==> config.mk <==
export PLATFORM = sky130hd
export DESIGN_NAME = hilo_mult_ctrl
export DESIGN_NICKNAME = d
export VERILOG_FILES = /design/src/rtl/hilo_mult_ctrl.sv
export SDC_FILE = /design/constraint.sdc
export NUM_CORES = 1
export LEC_CHECK = 0
export ABC_AREA = 1
export CORE_UTILIZATION = 55
export DETAILED_ROUTE_END_ITERATION = 16
export HOLD_SLACK_MARGIN = 0.02
export PLACE_DENSITY = 0.76
export SLEW_MARGIN = 20
export SYNTH_ARGS = -nofsm -noshare
export SYNTH_HDL_FRONTEND = slang
export SYNTH_SLANG_ARGS = --single-unit
export TNS_END_PERCENT = 50
==> constraint.sdc <==
create_clock -name clk -period 2.7 [get_ports clk]
set_input_delay 0.54 -clock clk [delete_from_list [all_inputs] [get_ports clk]]
set_output_delay 0.54 -clock clk [all_outputs]
set_load 0.005 [all_outputs]
==> src/rtl/hilo_mult_ctrl.sv <==
// hilo_mult_ctrl: sequencing controller for MULT/MULTU and owner of the HI/LO registers.
// An iterative shift-add multiply runs over WIDTH/BITS_PER_CYCLE CALC cycles, then FIX commits the
// 64-bit product to {hi,lo} together with a one-cycle done pulse.
// Ports: start/is_signed/op_a/op_b carry the multiply request.
// Ports: busy/start_stall/done report status; start_stall tells upstream to hold the request.
// Ports: mf_req/mf_sel_hi/mf_stall/mf_data form the MFHI/MFLO read port.
// Ports: hi/lo are the architectural registers.
// BITS_PER_CYCLE must be 1, 2 or 4 and must divide WIDTH.
module hilo_mult_ctrl #(
  parameter int WIDTH          = 32,
  parameter int BITS_PER_CYCLE = 1
) (
  input  logic             clk,
  input  logic             rst_n,
  input  logic             start,
  input  logic             is_signed,
  input  logic [WIDTH-1:0] op_a,
  input  logic [WIDTH-1:0] op_b,
  output logic             busy,
  output logic             start_stall,
  output logic             done,
  input  logic             mf_req,
  input  logic             mf_sel_hi,
  output logic             mf_stall,
  output logic [WIDTH-1:0] mf_data,
  output logic [WIDTH-1:0] hi,
  output logic [WIDTH-1:0] lo
);

  localparam int STEPS = WIDTH / BITS_PER_CYCLE;
  localparam int CW    = (STEPS > 1) ? $clog2(STEPS) : 1;

  typedef enum logic [1:0] {IDLE, CALC, FIX} state_t;

  state_t             state, state_nxt;
  logic [CW-1:0]      cnt;
  logic [2*WIDTH-1:0] acc;
  logic [2*WIDTH-1:0] mcand;   // multiplicand, pre-shifted to the weight of the current multiplier LSB
  logic [WIDTH-1:0]   mplier;  // multiplier, consumed from the LSB end
  logic               neg;
  logic [2*WIDTH-1:0] pp;
  logic [WIDTH-1:0]   a_abs, b_abs;
  logic               last_step;

  // Magnitudes: the most-negative value negates to itself, which read as unsigned is the
  // correct magnitude, so no overflow handling is needed.
  assign a_abs     = (is_signed && op_a[WIDTH-1]) ? -op_a : op_a;
  assign b_abs     = (is_signed && op_b[WIDTH-1]) ? -op_b : op_b;
  assign last_step = (cnt == CW'(STEPS - 1));

  // Sum of the partial products for the BITS_PER_CYCLE multiplier bits retired this cycle.
  always_comb begin
    pp = '0;
    for (int i = 0; i < BITS_PER_CYCLE; i++) begin
      if (mplier[i]) pp = pp + (mcand << i);
    end
  end

  // State register
  always_ff @(posedge clk or negedge rst_n) begin
    if (!rst_n) state <= IDLE;
    else        state <= state_nxt;
  end

  // Next-state logic
  always_comb begin
    state_nxt = state;
    unique case (state)
      IDLE:    if (start) state_nxt = CALC;
      CALC:    if (last_step) state_nxt = FIX;
      FIX:     state_nxt = IDLE;
      default: state_nxt = IDLE;
    endcase
  end

  // Output logic; the read port is purely combinational so a read in the done cycle sees the
  // freshly committed product.
  always_comb begin
    busy        = (state != IDLE);
    start_stall = start & busy;
    mf_stall    = mf_req & busy;
    mf_data     = '0;
    if (mf_req && !busy) mf_data = mf_sel_hi ? hi : lo;
  end

  // Datapath and HI/LO. A reset mid-multiply simply discards the partial result.
  always_ff @(posedge clk or negedge rst_n) begin
    if (!rst_n) begin
      cnt    <= '0;
      acc    <= '0;
      mcand  <= '0;
      mplier <= '0;
      neg    <= 1'b0;
      done   <= 1'b0;
      hi     <= '0;
      lo     <= '0;
    end else begin
      done <= 1'b0;
      unique case (state)
        IDLE: begin
          if (start) begin
            mcand  <= {{WIDTH{1'b0}}, a_abs};
            mplier <= b_abs;
            neg    <= is_signed & (op_a[WIDTH-1] ^ op_b[WIDTH-1]);
            acc    <= '0;
            cnt    <= '0;
          end
        end
        CALC: begin
          acc    <= acc + pp;
          mcand  <= mcand << BITS_PER_CYCLE;
          mplier <= mplier >> BITS_PER_CYCLE;
          cnt    <= cnt + CW'(1);
        end
        FIX: begin
          {hi, lo} <= neg ? -acc : acc;
          done     <= 1'b1;
        end
        default: ;
      endcase
    end
  end

endmodule

==> impl_metrics.json <==
{
  "ys_async_sr_fraction_pct": 100,
  "rows": 68,
  "diodes": 0,
  "dpl-instance-area_um2": 22400,
  "p_per_area_nw_per_um2": 1160,
  "port_buffers": 169,
  "worst-r2r-setup-slack_ns": 0.05,
  "dp_hpwl_um": 53800,
  "clkPwrFrac_pct": 15.7,
  "leakage_nw": 13.3,
  "ys_warn_count": 0,
  "cp-start-kind": "flop",
  "path_max_fanout": 32,
  "grt_max_degree": 70,
  "r2r-end": "acc[57]$_DFFE_PN0P_",
  "post-route-period-util_pct": 102,
  "power.group.top": "combinational logic",
  "fin_setup_tns_ns": -0.0983,
  "num-fill-cells": 3107,
  "lay_top_count": "nand2_1",
  "fp_util_pct": 56.1,
  "cts_resized": 13,
  "xor_area_share_pct": 2.74,
  "ys_cells": 3226,
  "r2r_cells": 17,
  "cts_htree_levels": 1,
  "power_frac_seq_pct": 25.8,
  "routed.top_layer": "met4",
  "floorplan.nets": 3365,
  "synth.distinct_cells": 47,
  "synthTopCellsByCount": "nand2_1 (1178), inv_1 (576), nor2_1 (279)",
  "cts.sinks": 233,
  "cp-end-kind": "output pin",
  "overflow": 0,
  "fin_cells": 3939,
  "whs_ns": 0.471,
  "cts_tree": "yes",
  "status": "finished, violations left",
  "hold_violations": 0,
  "syn-instance-count": 3226,
  "postSynthAreaPerCell_um2": 6.04,
  "setup_viol": 2,
  "busiest_layer": "met2",
  "setup_ws_ns": -0.0528,
  "max_freq_mhz": 363,
  "io_pins": 170,
  "routed_via_density": 5.52,
  "area_delta_synth_final_pct": 23.5,
  "die-area_um2": 36200,
  "top_area_share_pct": 29.9,
  "postSynthSeqShare_pct": 29.9,
  "post-place-ws_ns": -0.113,
  "clk_pin_slew_worst_paths_ns": 0.06,
  "crit_arrival_ns": 2.21,
  "grt_pass1_vias": 20470,
  "adder_share_pct": 4.47,
  "wl_met2_um": 31000,
  "die_h_um": 190,
  "grt_usage_pct": 37.6,
  "switchingPower_mw": 13.7,
  "violations": "negative setup slack",
  "grt_antenna_before_repair": 0
}
[sequential cells by signal, summed over array words and instances, names as in the netlist]
signal / count
done: 1
hi: 32
lo: 32
mcand: 64
cnt: 5
neg: 1
mplier: 32
acc: 64
state: 2
[worst max-delay path, stage by stage, from the launching register on]
cell and delay [ns]:
dfrtp_2 0.43, nor2_4 0.24, nand2_2 0.11, buf_12 0.18, a21oi_1 0.14, clkdlybuf4s50_1 0.52
[cell type report]
| type | count | share of cell area (%) |
|---|---|---|
| Inverter | 586 | 9.15 |
| Sequential cell | 233 | 24.2 |
| Tap cell | 455 | 2.36 |
| Clock buffer | 33 | 3.16 |
| Multi-Input combinational cell | 2322 | 48.0 |
| Timing Repair Buffer | 289 | 11.8 |
| Clock inverter | 21 | 1.26 |
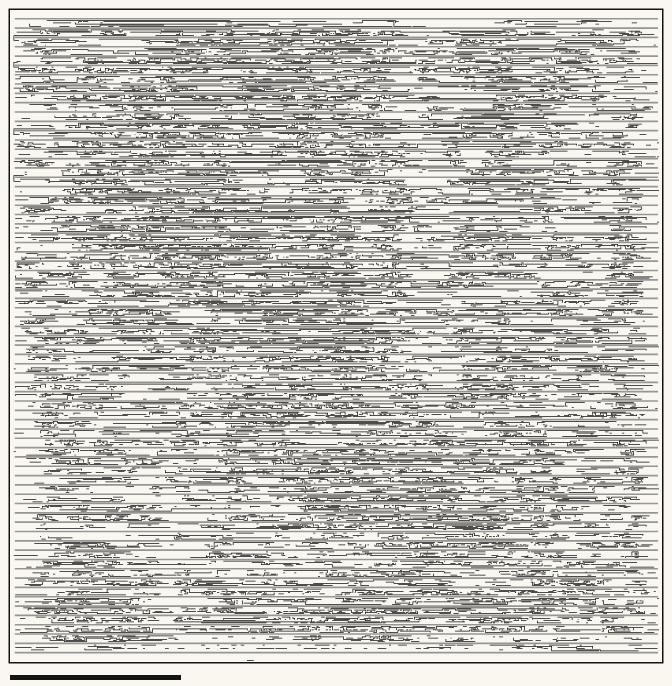
Figure 1: metal 1.
Bar = 50 µm. Supply wires on this layer in gray.
share of all routed wire = 43%
main direction = horizontal
Global Route met1 Usage: 51.2%
Total Wirelength: 68600 µm
DR vias: 21729

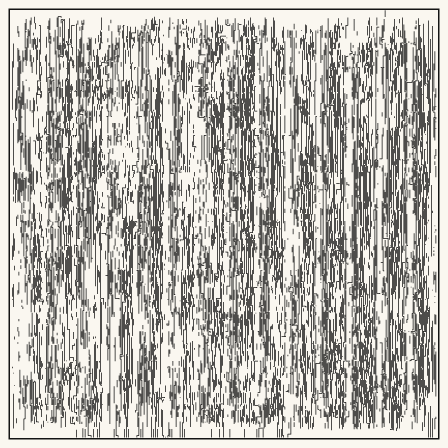
Figure 2: M2 wires.
share of all routed wire = 45%
longest straight run = 76.5 µm
nets with wire on the layer = 2894
wire length on this layer = 31.0 mm

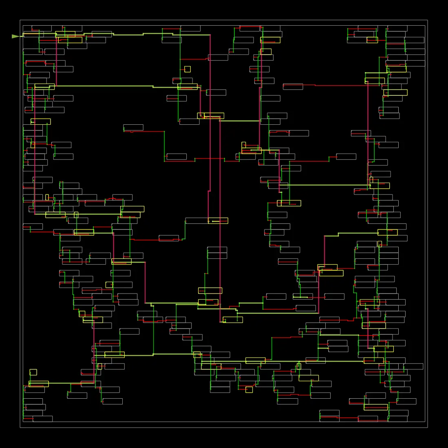
Figure 3: clock nets.
Clk power: 4.37 mW
flop count: 233
total CTS buffers: 29
Layout Skew: 0.0259 ns
clkbuf count: 33

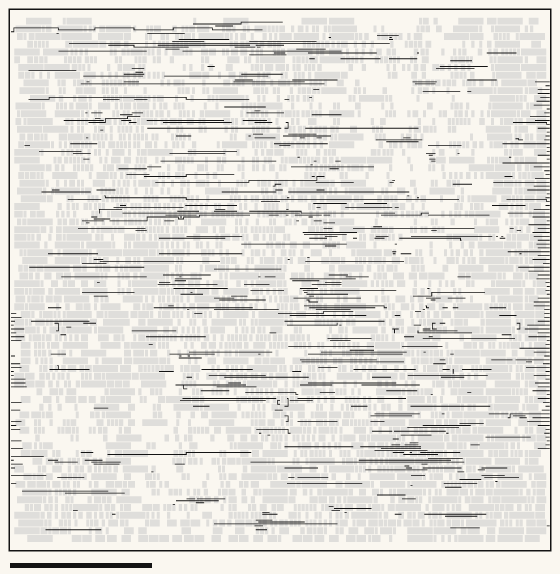
Figure 4: the metal 3 layer.
Bar = 50 µm.
longest straight run = 113 µm
main direction = horizontal
share of all routed wire = 8.4%
nets with wire on the layer = 418

Power figures rest on the tool's default switching activity, not on a simulated workload.
